--- src/rtl/reg_file_p_if.sv ---
`default_nettype none
// +------------------------------------------------------------------+
// | reg_file_p_if : write/read/clear bus of the reg_file_p regfile   |
// | rev 1.0                                                          |
// +------------------------------------------------------------------+
interface reg_file_p_if #(
  parameter int DATA_W = 8,
  parameter int ADDR_W = 5
);
  logic              write;
  logic [ADDR_W-1:0] write_register;
  logic [DATA_W-1:0] write_data;
  logic [ADDR_W-1:0] read_register1;
  logic [ADDR_W-1:0] read_register2;
  logic [DATA_W-1:0] read_data1;
  logic [DATA_W-1:0] read_data2;
  logic              clear_req;
  logic              busy;
  logic              clear_done;

  modport master (
    output write, write_register, write_data, read_register1, read_register2, clear_req,
    input  read_data1, read_data2, busy, clear_done
  );

  modport slave (
    input  write, write_register, write_data, read_register1, read_register2, clear_req,
    output read_data1, read_data2, busy, clear_done
  );
endinterface
`default_nettype wire

--- src/rtl/reg_file_p.sv ---
`default_nettype none
// +------------------------------------------------------------------+
// | reg_file_p : 2R/1W register file with bypass, optional zero reg  |
// | and a sequential one-entry-per-cycle clear engine.  rev 1.0      |
// +------------------------------------------------------------------+
module reg_file_p #(
  parameter int DATA_W   = 8,
  parameter int ADDR_W   = 5,
  parameter int ZERO_REG = 1
) (
  input  logic         clk,
  input  logic         reset,
  reg_file_p_if.slave  bus
);

  localparam int                DEPTH = 1 << ADDR_W;
  localparam logic [ADDR_W-1:0] LAST  = ADDR_W'(DEPTH - 1);

  typedef enum logic [1:0] {
    IDLE  = 2'd0,
    CLEAR = 2'd1,
    DONE  = 2'd2
  } state_t;

  state_t            state;
  state_t            state_nxt;
  logic [ADDR_W-1:0] counter;
  logic [DATA_W-1:0] mem [DEPTH];
  logic              wr_en;
  logic              wr_ok;
  logic [DATA_W-1:0] rd1;
  logic [DATA_W-1:0] rd2;

  assign wr_en = bus.write && (state != CLEAR);
  // Entry 0 never stores user data when it is the hardwired zero register.
  assign wr_ok = wr_en && !((ZERO_REG != 0) && (bus.write_register == '0));

  always_ff @(posedge clk or posedge reset) begin
    if (reset) begin
      state   <= IDLE;
      counter <= '0;
      for (int i = 0; i < DEPTH; i++) begin
        mem[i] <= '0;
      end
    end else begin
      state <= state_nxt;
      if (state == IDLE && bus.clear_req) begin
        counter <= '0;
      end else if (state == CLEAR) begin
        counter <= counter + 1'b1;
      end
      if (state == CLEAR) begin
        mem[counter] <= '0;
      end else if (wr_ok) begin
        mem[bus.write_register] <= bus.write_data;
      end
    end
  end

  always_comb begin
    state_nxt = state;
    case (state)
      IDLE:    if (bus.clear_req) state_nxt = CLEAR;
      CLEAR:   if (counter == LAST) state_nxt = DONE;
      DONE:    state_nxt = IDLE;
      default: state_nxt = IDLE;
    endcase
  end

  assign bus.busy       = (state == CLEAR);
  assign bus.clear_done = (state == DONE);

  // Bypass is gated by reset so reads stay zero while reset is held.
  always_comb begin
    rd1 = mem[bus.read_register1];
    if (wr_en && !reset && (bus.read_register1 == bus.write_register)) rd1 = bus.write_data;
    if ((ZERO_REG != 0) && (bus.read_register1 == '0)) rd1 = '0;
  end

  always_comb begin
    rd2 = mem[bus.read_register2];
    if (wr_en && !reset && (bus.read_register2 == bus.write_register)) rd2 = bus.write_data;
    if ((ZERO_REG != 0) && (bus.read_register2 == '0)) rd2 = '0;
  end

  assign bus.read_data1 = rd1;
  assign bus.read_data2 = rd2;

endmodule
`default_nettype wire

--- src/flat_wrapper.sv ---
// flat-port wrapper written by rule: the top's interface ports become plain ports
module reg_file_p_flat 
#(
  parameter int DATA_W   = 8,
  parameter int ADDR_W   = 5,
  parameter int ZERO_REG = 1
)
  (clk, reset, bus_write, bus_write_register, bus_write_data, bus_read_register1, bus_read_register2, bus_clear_req, bus_read_data1, bus_read_data2, bus_busy, bus_clear_done);
  reg_file_p_if #(.DATA_W(DATA_W), .ADDR_W(ADDR_W)) bus_i ();
  input  logic clk;
  input  logic reset;
  input wire logic [$bits(bus_i.write)-1:0] bus_write;
  input wire logic [$bits(bus_i.write_register)-1:0] bus_write_register;
  input wire logic [$bits(bus_i.write_data)-1:0] bus_write_data;
  input wire logic [$bits(bus_i.read_register1)-1:0] bus_read_register1;
  input wire logic [$bits(bus_i.read_register2)-1:0] bus_read_register2;
  input wire logic [$bits(bus_i.clear_req)-1:0] bus_clear_req;
  output wire logic [$bits(bus_i.read_data1)-1:0] bus_read_data1;
  output wire logic [$bits(bus_i.read_data2)-1:0] bus_read_data2;
  output wire logic [$bits(bus_i.busy)-1:0] bus_busy;
  output wire logic [$bits(bus_i.clear_done)-1:0] bus_clear_done;
  assign bus_i.write = bus_write;
  assign bus_i.write_register = bus_write_register;
  assign bus_i.write_data = bus_write_data;
  assign bus_i.read_register1 = bus_read_register1;
  assign bus_i.read_register2 = bus_read_register2;
  assign bus_i.clear_req = bus_clear_req;
  assign bus_read_data1 = bus_i.read_data1;
  assign bus_read_data2 = bus_i.read_data2;
  assign bus_busy = bus_i.busy;
  assign bus_clear_done = bus_i.clear_done;
  reg_file_p #(.DATA_W(DATA_W), .ADDR_W(ADDR_W), .ZERO_REG(ZERO_REG)) u_core (.clk(clk), .reset(reset), .bus(bus_i));
endmodule
--- config.mk ---
export PLATFORM = sky130hd
export DESIGN_NAME = reg_file_p_flat
export DESIGN_NICKNAME = d
export VERILOG_FILES = /design/src/rtl/reg_file_p_if.sv /design/src/rtl/reg_file_p.sv /design/src/flat_wrapper.sv
export SDC_FILE = /design/constraint.sdc
export NUM_CORES = 1
export LEC_CHECK = 0
export CAP_MARGIN = 20
export CORE_MARGIN = 10
export CORE_UTILIZATION = 56
export DETAILED_ROUTE_END_ITERATION = 8
export PLACE_DENSITY_LB_ADDON = 0.08
export SETUP_SLACK_MARGIN = 0.5
export SLEW_MARGIN = 20
export SYNTH_ARGS = -nofsm -noshare
export SYNTH_HDL_FRONTEND = slang
export SYNTH_SLANG_ARGS = --single-unit
--- constraint.sdc ---
create_clock -name clk -period 8.7 [get_ports clk]
set_input_delay 0.87 -clock clk [delete_from_list [all_inputs] [get_ports clk]]
set_output_delay 0.87 -clock clk [all_outputs]
set_load 0.01 [all_outputs]
Clock wiring as the flow saved it:
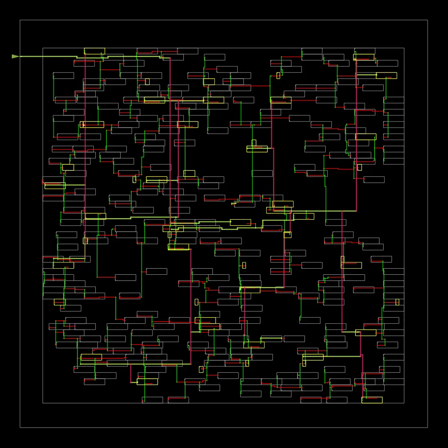
clk sinks: 263
Clock Power: 0.00118 W
total CTS buffers: 29
flop count: 263

Metal layers overlaid:
Drawn at 1.5 px/µm.
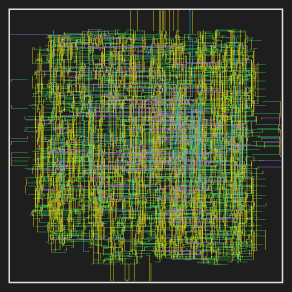
- metal 1: green (wire length 19600 µm)
- metal 4: cyan (wire length 2430 µm)
- metal 3: purple (wire length 5100 µm)
- metal 2: yellow (wire length 20.8 mm)
DRT Wirelength: 48000 µm
vias: 11.3k

Clock wires, drivers and flops:
Drawn at 2 px/µm.
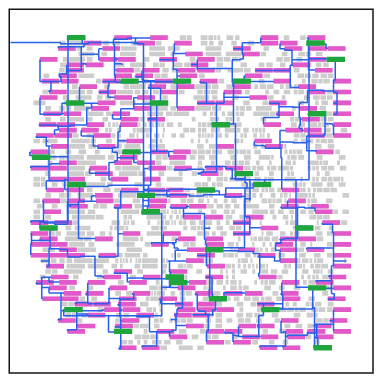
- clock wires: blue (length 3510 µm)
- clock drivers: green (count 29)
- flip-flops: magenta (count 263)
- flops lie: widely spread
- routed clock nets: 30

Signal wires on met3:
Drawn at 2 px/µm.
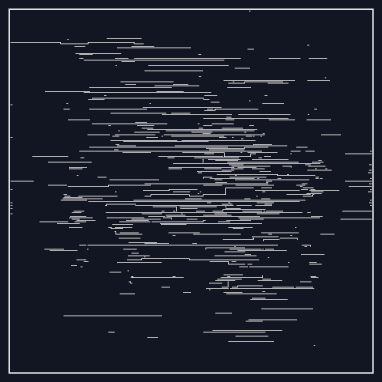
- wire length on this layer: 5100 µm
- nets with wire on the layer: 229
- main direction: horizontal

Gate families picked out:
Drawn at 1.5 px/µm.
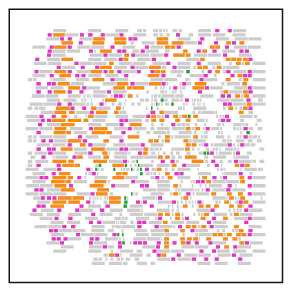
- NAND gates: green (cells 25)
- multiplexers: orange (cells 213; where widely spread)
- AND-OR and OR-AND gates: magenta (cells 269; where widely spread)
combinational share of cell area: 0.466
dominant logic cell type in the layout: a22o_1
Final Non-Filler Cells: 1514

==> qor.csv <==
metric,value,unit
combinational share of power,0.217,
largest power group,registers,
CTS root buffer,clkbuf_16,
CP bufs+invs,2,
hold_buf cts,0,
most frequent CP cell,clkdlybuf4s50_1,
WP data arrival,4.08,ns
clock skew,0.00656,ns
register area share after synthesis,0.453,
Mean Syn Cell Area,12.3,µm²
area grow syn2layout,8.95,%
GP Congestion,0.956,
first-pass GRT wire length,72200,µm
R2R Path End,u_core.mem[121],
status,completed,
Latency at later pin,0.56,ns
placed cell count,1464,
FP Rows,58,
placed cell areas,15000,µm²
Mux cell area share,0.211,
yosys cell count,1179,
"count leader, synth",a22o_1,
GRT overflow,0,
Commonest cells post-synth,"a22o_1 (266), dfrtp_1 (263), mux2i_1 (128)",
Synth Warn #,0,
top cell type's share of synthesized area,0.453,
port buffer count,44,
CTS Buffer Depth,3,
dominant logic cell types in the final layout,"a22o_1 (266), dfrtp_1 (263), mux2i_1 (128)",
tool warnings,33,
fin area,15800,µm²
die area,32800,µm²
Leak Pwr,7.08,nW
# DRC,0,
RSZ-0062 raised after global routing,no,
instance count on the critical path,7,
Slew Limit Headroom,0.357,
XOR/XNOR Fraction of Synth Area,0.00603,
Post-synth EDFFs,0,
synthesis area per yosys,14500,µm²
PostCTS Resize Cnt,0,
Netlist Area Pre-Place,14500,µm²
Largest regs,"u_core.mem: 256 flops, u_core.counter: 5 flops, u_core.state: 2 flops",
CP Capture Type,primary output,
pre-CTS WS,3.76,ns
"Slowest-stage cell, CP",clkdlybuf4s50_1,
DRT antenna net count,0,
largest net degree at the start of global routing,139,
R2R depth,6,
fin util,0.625,
clock power share,0.342,
P_seq,0.00153,W
final net count,1197,
initial antenna violation count,1,
"CTS clk-pin slew, worst paths",0.06,ns
cell type with the largest total area,dfrtp_1,
max-capacitance violation count,0,
asr flop ratio synth,1.00,
register-to-register path setup slack,5.84,ns
total combinational power,0.000750,W
fin crit share,0.569,
Worst Setup SP,bus_read_register2[4],
NetSw,0.00110,W
"Net Count, Synth",1211,
Tmin final,4.95,ns
"Compound Share, Synth",0.228,
H-Tree Depth,1,
Mapped Cells,1179,
Cell area leaders,"dfrtp_1 (45%), a22o_1 (16%), mux2i_1 (8.8%)",
setup slack after layout,3.75,ns
Post-CTS Setup Bufs,0,
Largest Register,u_core.mem,
worst vdd ir,168,µV
hold path depth,1,
vias per inst,7.47,
sequential fraction of design power,0.441,
PnR Total Power,0.00346,W
critical path type,input port to primary output,
setup tns final,0,ns
Setup crit start kind,input port,
Starting DRT DRC Count,1402,
P_int,0.00235,W
switching share of power,0.319,
==> metal layers <==
metal / share of wire / up-vias / GRT usage
met2: 0.43 / 700 / 0.410
met1: 0.41 / 5777 / 0.385
met5: 0 / - / 0
met4: 0.051 / 0 / 0.119
met3: 0.11 / 147 / 0.0865
li1: - / 4680 / -
==> area by class of cell <==
| cell class | count | area, µm² |
|---|---|---|
| clock buffers | 43 | 818 |
| clock inverters | 7 | 63.8 |
| fillers | 1997 | 9490 |
| inverters | 4 | 22.5 |
| multi-input cells | 806 | 7380 |
| flip-flops and latches | 263 | 6580 |
| well taps | 330 | 413 |
| repair buffers | 61 | 556 |
==> cell families after synthesis <==
kind of cell / Yosys count
compound gates: 419
flops: 263
mux: 213
simple gates: 159
buf+inv: 110
xor+xnor: 10
fa+ha+maj: 5
No activity file was given, so power comes from the tool's default toggle rates.
